==> src/rtl/stream_pkg.sv <==
// Shared types and default constants for the S/PDIF stream controller.
// State encoding is common to the RTL and anything that observes it.
package stream_pkg;

    typedef enum logic [2:0] {
        ST_HOLD,
        ST_WAIT_LOCK,
        ST_QUALIFY,
        ST_PREFILL,
        ST_RUN,
        ST_RECOVER
    } state_t;

    localparam int DEPTH_DEF          = 16;
    localparam int PREFILL_DEF        = 8;
    localparam int LOCK_FRAMES_DEF    = 4;
    localparam int FCLK_MIN_DEF       = 60;
    localparam int FCLK_MAX_DEF       = 68;
    localparam int RECOVER_CYCLES_DEF = 16;

endpackage

==> src/rtl/fclk_monitor.sv <==
// Frame clock synchronizer, rising-edge detector and period checker.
// Edge pulse lands 3 clk cycles after fclk is first sampled high.
module fclk_monitor
    import stream_pkg::*;
#(
    parameter int FCLK_MIN = FCLK_MIN_DEF,
    parameter int FCLK_MAX = FCLK_MAX_DEF
) (
    input  logic clk,
    input  logic rst,
    input  logic fclk,
    output logic edge_pulse,
    output logic legal,
    output logic illegal,
    output logic overtime
);

    localparam logic [7:0] MIN_L = 8'(FCLK_MIN);
    localparam logic [7:0] MAX_L = 8'(FCLK_MAX);

    logic [1:0] sync;
    logic       prev;
    logic [7:0] period;
    logic       in_range;

    always_ff @(posedge clk) begin
        if (rst) begin
            sync       <= '0;
            prev       <= 1'b0;
            edge_pulse <= 1'b0;
            period     <= '0;
        end else begin
            sync       <= {sync[0], fclk};
            prev       <= sync[1];
            edge_pulse <= sync[1] & ~prev;
            if (edge_pulse)
                period <= '0;
            else if (period != 8'hFF)
                period <= period + 8'd1;
        end
    end

    assign in_range = (period >= MIN_L) && (period <= MAX_L);
    assign legal    = edge_pulse & in_range;
    assign illegal  = edge_pulse & ~in_range;
    assign overtime = period > MAX_L;

endmodule

==> src/rtl/stream_controller.sv <==
// Playback controller: qualifies the I2S frame clock, prefills the FIFO,
// streams to the S/PDIF transmitter and recovers from faults.
module stream_controller
    import stream_pkg::*;
#(
    parameter int DEPTH          = DEPTH_DEF,
    parameter int PREFILL        = PREFILL_DEF,
    parameter int LOCK_FRAMES    = LOCK_FRAMES_DEF,
    parameter int FCLK_MIN       = FCLK_MIN_DEF,
    parameter int FCLK_MAX       = FCLK_MAX_DEF,
    parameter int RECOVER_CYCLES = RECOVER_CYCLES_DEF
) (
    input  logic       clk,
    input  logic       rst,
    input  logic       pll_lock,
    input  logic       fclk,
    input  logic       frame_req,
    input  logic       fifo_full,
    input  logic       fifo_empty,
    output logic       fifo_write_en,
    output logic       fifo_read_en,
    output logic       datapath_rst,
    output logic       validity,
    output logic       red,
    output logic       green,
    output logic       blue,
    output logic [7:0] fault_count
);

    localparam int LW = $clog2(DEPTH + 1);
    localparam int FW = $clog2(LOCK_FRAMES + 1);
    localparam int RW = $clog2(RECOVER_CYCLES + 1);
    localparam logic [LW-1:0] DEPTH_L   = LW'(DEPTH);
    localparam logic [LW-1:0] PREFILL_L = LW'(PREFILL);
    localparam logic [FW-1:0] LOCK_L    = FW'(LOCK_FRAMES);
    localparam logic [RW-1:0] RLAST     = RW'(RECOVER_CYCLES - 1);

    state_t          state, state_n;
    logic [LW-1:0]   level, level_n;
    logic [FW-1:0]   frame_cnt, frame_n;
    logic [RW-1:0]   rec_cnt, rec_n;
    logic            wr_c, rd_c, fault;
    logic            edge_pulse, legal, illegal, overtime;
    logic            period_bad, overrun, underrun;

    fclk_monitor #(
        .FCLK_MIN(FCLK_MIN),
        .FCLK_MAX(FCLK_MAX)
    ) u_mon (
        .clk       (clk),
        .rst       (rst),
        .fclk      (fclk),
        .edge_pulse(edge_pulse),
        .legal     (legal),
        .illegal   (illegal),
        .overtime  (overtime)
    );

    assign period_bad = illegal | overtime;
    assign overrun    = edge_pulse & (fifo_full | (level == DEPTH_L));
    assign underrun   = frame_req & (fifo_empty | (level == '0));

    always_ff @(posedge clk) begin
        if (rst)
            state <= ST_HOLD;
        else
            state <= state_n;
    end

    always_comb begin
        state_n = state;
        level_n = level;
        frame_n = '0;
        rec_n   = '0;
        wr_c    = 1'b0;
        rd_c    = 1'b0;
        fault   = 1'b0;
        unique case (state)
            ST_HOLD: state_n = ST_WAIT_LOCK;
            ST_WAIT_LOCK: begin
                if (pll_lock)
                    state_n = ST_QUALIFY;
            end
            ST_QUALIFY: begin
                frame_n = frame_cnt;
                if (!pll_lock)
                    fault = 1'b1;
                else if (period_bad)
                    frame_n = '0;
                else if (legal) begin
                    frame_n = frame_cnt + FW'(1);
                    if (frame_n == LOCK_L)
                        state_n = ST_PREFILL;
                end
            end
            ST_PREFILL, ST_RUN: begin
                // Priority: lock loss, period fault, overrun, underrun.
                if (!pll_lock || period_bad || overrun)
                    fault = 1'b1;
                else if (state == ST_RUN && underrun)
                    fault = 1'b1;
                else begin
                    wr_c = edge_pulse;
                    rd_c = (state == ST_RUN) && frame_req;
                    if (wr_c && !rd_c)
                        level_n = level + LW'(1);
                    else if (rd_c && !wr_c)
                        level_n = level - LW'(1);
                    if (state == ST_PREFILL && level_n >= PREFILL_L)
                        state_n = ST_RUN;
                end
            end
            ST_RECOVER: begin
                level_n = '0;
                rec_n   = rec_cnt + RW'(1);
                if (rec_cnt == RLAST)
                    state_n = ST_WAIT_LOCK;
            end
            default: state_n = ST_HOLD;
        endcase
        if (fault) begin
            state_n = ST_RECOVER;
            level_n = '0;
            frame_n = '0;
        end
    end

    always_ff @(posedge clk) begin
        if (rst) begin
            level         <= '0;
            frame_cnt     <= '0;
            rec_cnt       <= '0;
            fault_count   <= '0;
            fifo_write_en <= 1'b0;
            fifo_read_en  <= 1'b0;
            datapath_rst  <= 1'b1;
            validity      <= 1'b0;
            red           <= 1'b0;
            green         <= 1'b1;
            blue          <= 1'b1;
        end else begin
            level         <= level_n;
            frame_cnt     <= frame_n;
            rec_cnt       <= rec_n;
            fifo_write_en <= wr_c;
            fifo_read_en  <= rd_c;
            datapath_rst  <= state_n inside {ST_HOLD, ST_WAIT_LOCK, ST_RECOVER};
            validity      <= state_n == ST_RUN;
            red           <= !(state_n inside {ST_HOLD, ST_WAIT_LOCK, ST_RECOVER});
            blue          <= !(state_n inside {ST_QUALIFY, ST_PREFILL});
            green         <= state_n != ST_RUN;
            if (fault && fault_count != 8'hFF)
                fault_count <= fault_count + 8'd1;
        end
    end

endmodule

==> config.mk <==
export PLATFORM = sky130hd
export DESIGN_NAME = stream_controller
export DESIGN_NICKNAME = d
export VERILOG_FILES = /design/src/rtl/stream_pkg.sv /design/src/rtl/fclk_monitor.sv /design/src/rtl/stream_controller.sv
export SDC_FILE = /design/constraint.sdc
export NUM_CORES = 1
export LEC_CHECK = 0
export ABC_AREA = 1
export CAP_MARGIN = 20
export CELL_PAD_IN_SITES_DETAIL_PLACEMENT = 0
export CELL_PAD_IN_SITES_GLOBAL_PLACEMENT = 1
export CORE_ASPECT_RATIO = 0.9
export CORE_MARGIN = 5
export CORE_UTILIZATION = 44
export DETAILED_ROUTE_END_ITERATION = 8
export PLACE_DENSITY_LB_ADDON = 0.1
export SYNTH_ARGS = -nofsm -noshare
export SYNTH_HDL_FRONTEND = slang
export SYNTH_SLANG_ARGS = --single-unit
==> constraint.sdc <==
create_clock -name clk -period 3.1 [get_ports clk]
set_input_delay 0.31 -clock clk [delete_from_list [all_inputs] [get_ports clk]]
set_output_delay 0.31 -clock clk [all_outputs]
set_load 0.1 [all_outputs]
### Clock wiring as the flow saved it

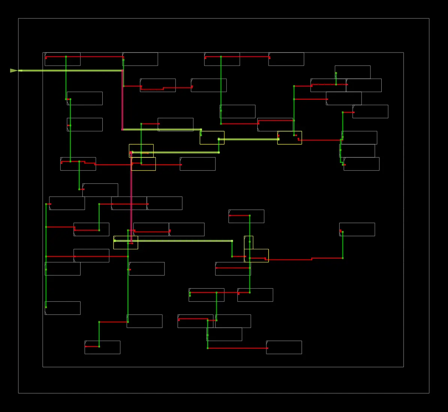
# clk buffers: 6
CTS Buf Count: 5
clk ins delay skew pair: 0.29 ns
worst clock skew: 0.00475 ns
Clk. pwr: 0.358 mW

### Clock distribution

The bar under the picture is 20 µm long.
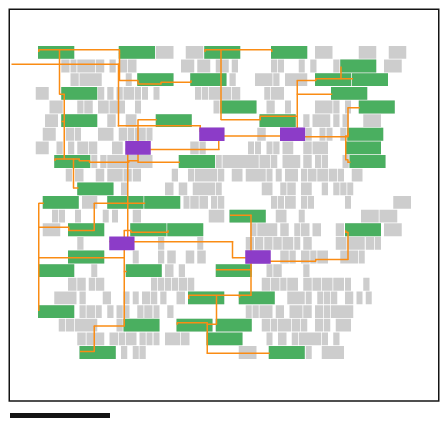
purple -> cells driving clock nets  # count 5
green -> flip-flops  # count 43
orange -> clock wires  # length 552 µm
routed clock nets = 6
flops lie = all over the die

### Cells coloured by class

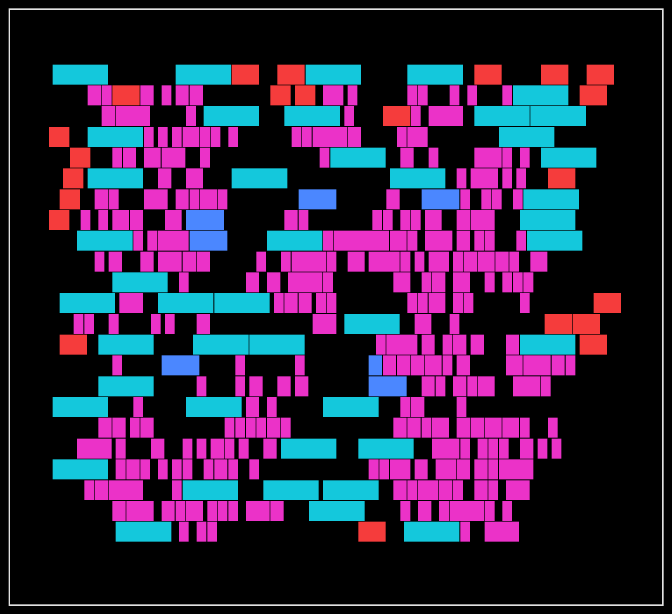
cyan -> flip-flops  # cells 43, share of their area 34%
magenta -> all other logic  # cells 269, share of their area 55%
blue -> clock drivers and dummy loads  # cells 7, share of their area 3.5%
red -> other buffers and delay cells  # cells 22, share of their area 8.0%

### Sequential cells grouped by signal name

Other sequential cells in the stronger grey, the rest of the logic in the fainter grey.
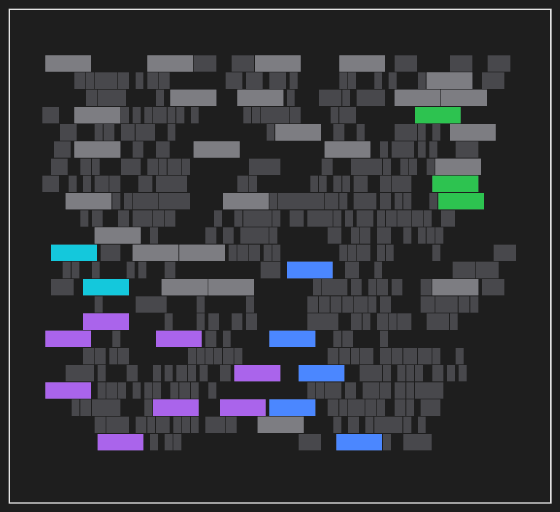
cyan -> `u_mon.sync`  # flops 2
purple -> `u_mon.period`  # flops 8
green -> `state`  # flops 3
blue -> `level`  # flops 5, where bottom middle
Core Util, Final: 53.5%
Flop area: 861 µm²
Power Sequential: 0.669 mW

power groups by stage:
stage          combinational [mW]  sequential, mW  clock (mW)
2_1_floorplan               0.355           0.882           0
3_3_place_gp                0.721           0.679           0
3_5_place_dp                0.710           0.682           0
4_1_cts                     0.713           0.670       0.375
5_1_grt                     0.781           0.678       0.400
6_report                    0.712           0.669       0.358
registers in the layout (all words and copies together) (netlist names):
name	flops
blue	1
datapath_rst	1
fault_count	8
fifo_read_en	1
fifo_write_en	1
frame_cnt	3
green	1
level	5
rec_cnt	5
red	1
state	3
u_mon.edge_pulse	1
u_mon.period	8
u_mon.prev	1
u_mon.sync	2
validity	1
==> run_results.csv <==
group,metric,value,unit
setup_path,cp_num_cells,1,
power,p_sw,0.746,mW
setup_path,cpLargestDelayFamily,"buffers and inverters",
power,comb_power_share,40.9,%
global_route,grt_use_met2,23.3,%
setup_path,cpMaxStageDelayCell,"clkdlybuf4s50_1",
worst_hold_path,hold_depth,1,
final_layout,largest_class,"multi-input combinational cells",
cts,post_cts_buffers,0,
yosys,avgSynthCellArea,7.18,µm²
setup_path,path_max_fanout,3,
setup_path,r2r_end,"datapath_rst$_SDFF_PP1_",
yosys,synth_area_leader_cell,"dfxtp_1",
setup_path,path_cells,"clkdlybuf4s50_1",
power,p_clk_share,20.6,%
cts,cts.clk_slew.worst_paths,0.08,ns
yosys,adder_share,5.56,%
drt,routed_wl,4.59,mm
timing,fmax,474,MHz
final_layout,comb_area,1180,µm²
timing,report.final.slew_viol_count,0,
drt,wl_per_cell,11.3,µm
global_route,grt_max_degree,14,
final_layout,buffer_area_share,7.75,%
final_layout,mostFrequentLayoutCells,"57 x nand2_1, 53 x inv_1, 43 x dfxtp_1, 31 x nor2_1, 22 x nand3_1",
yosys,yosys.area_share.xor_xnor,2.73,%
global_route,grt_pass1_wl,7.96,mm
yosys,yosys_area,2250,µm²
final_layout,nets,358,
setup_path,crit_path_end,"fault_count[1]",
timing,worst_slew_pin_slew,1.02,ns
power,sequentialPowerShare,38.5,%
place,placed_cell_area,2530,µm²
flow_run,warnings,30,
yosys,synth.top_cell.area_share,38.3,%
yosys,compound_area_share,12.0,%
power,power_density,664,nW/µm²
drt,wl_met3,218,µm
die,rows,24,
setup_path,cp_num_buf_inv,1,
yosys,ys_cells,313,
drt,wl_met2,2.02,mm
final_layout,area_growth,16.4,%
worst_hold_path,hold_end,"u_mon.edge_pulse$_SDFF_PP0_",
setup_path,arrival,1.80,ns
timing,fin_ws,0.991,ns
setup_path,reg2reg_slack,1.18,ns
global_route,use_met1,19.9,%
die,fp-utilization,45.9,%
flow_run,drv_cap,0,
yosys,syn_area,2250,µm²
power,power,1.74,mW
yosys,synth-main-ff-cell,"dfxtp_1",
timing,period_used_share,68.0,%
die,core-area,4890,µm²
setup_path,max_stage_delay,1.15,ns
setup_path,rr_worst_depth,12,
cts,clockBufferDepth,2,
outcome,outcome,"finished, final reports clean",
place,port_buffers,21,
yosys,mux_share,0,%
global_route,met3_usage,4.34,%
power,sw_frac_of_total,42.9,%
final_layout,ff_count,43,
drt,drc,0,
place,dp_hpwl,3.55,mm
final_layout,design_area,2620,µm²
setup_path,required,2.79,ns
global_route,grt_usage,14.6,%
final_layout,sh_seq_area,32.9,%
yosys,synth_dominant_cell_count,"nand2_1",
place,pre_cts_ws,1.06,ns
worst_hold_path,hp-start,"u_mon.prev$_SDFF_PP0_",
power,max-vdd-ir-drop,452,µV
timing,slew_headroom,31.5,%
global_route,gr-total-overflow,0,
timing,finalHoldViolCount,0,
place,gp_congestion,0.854,
cts,holdBufCountCts,0,
drt,drtIter0Drc,92,
final_layout,sh_comb_area,45.0,%
power,p_leak,1.12,nW
drt,drtAntennaViolNets,0,
drt,met1_length,2.32,mm
drt,top_layer,"met4",
setup_path,crit_path_start,"fault_count[1]$_SDFFE_PP0P_",
power,internal-power,0.992,mW
final_layout,antennaDiodeCount,0,
yosys,ys_seq_share,38.3,%
No activity file was given, so power comes from the tool's default toggle rates.
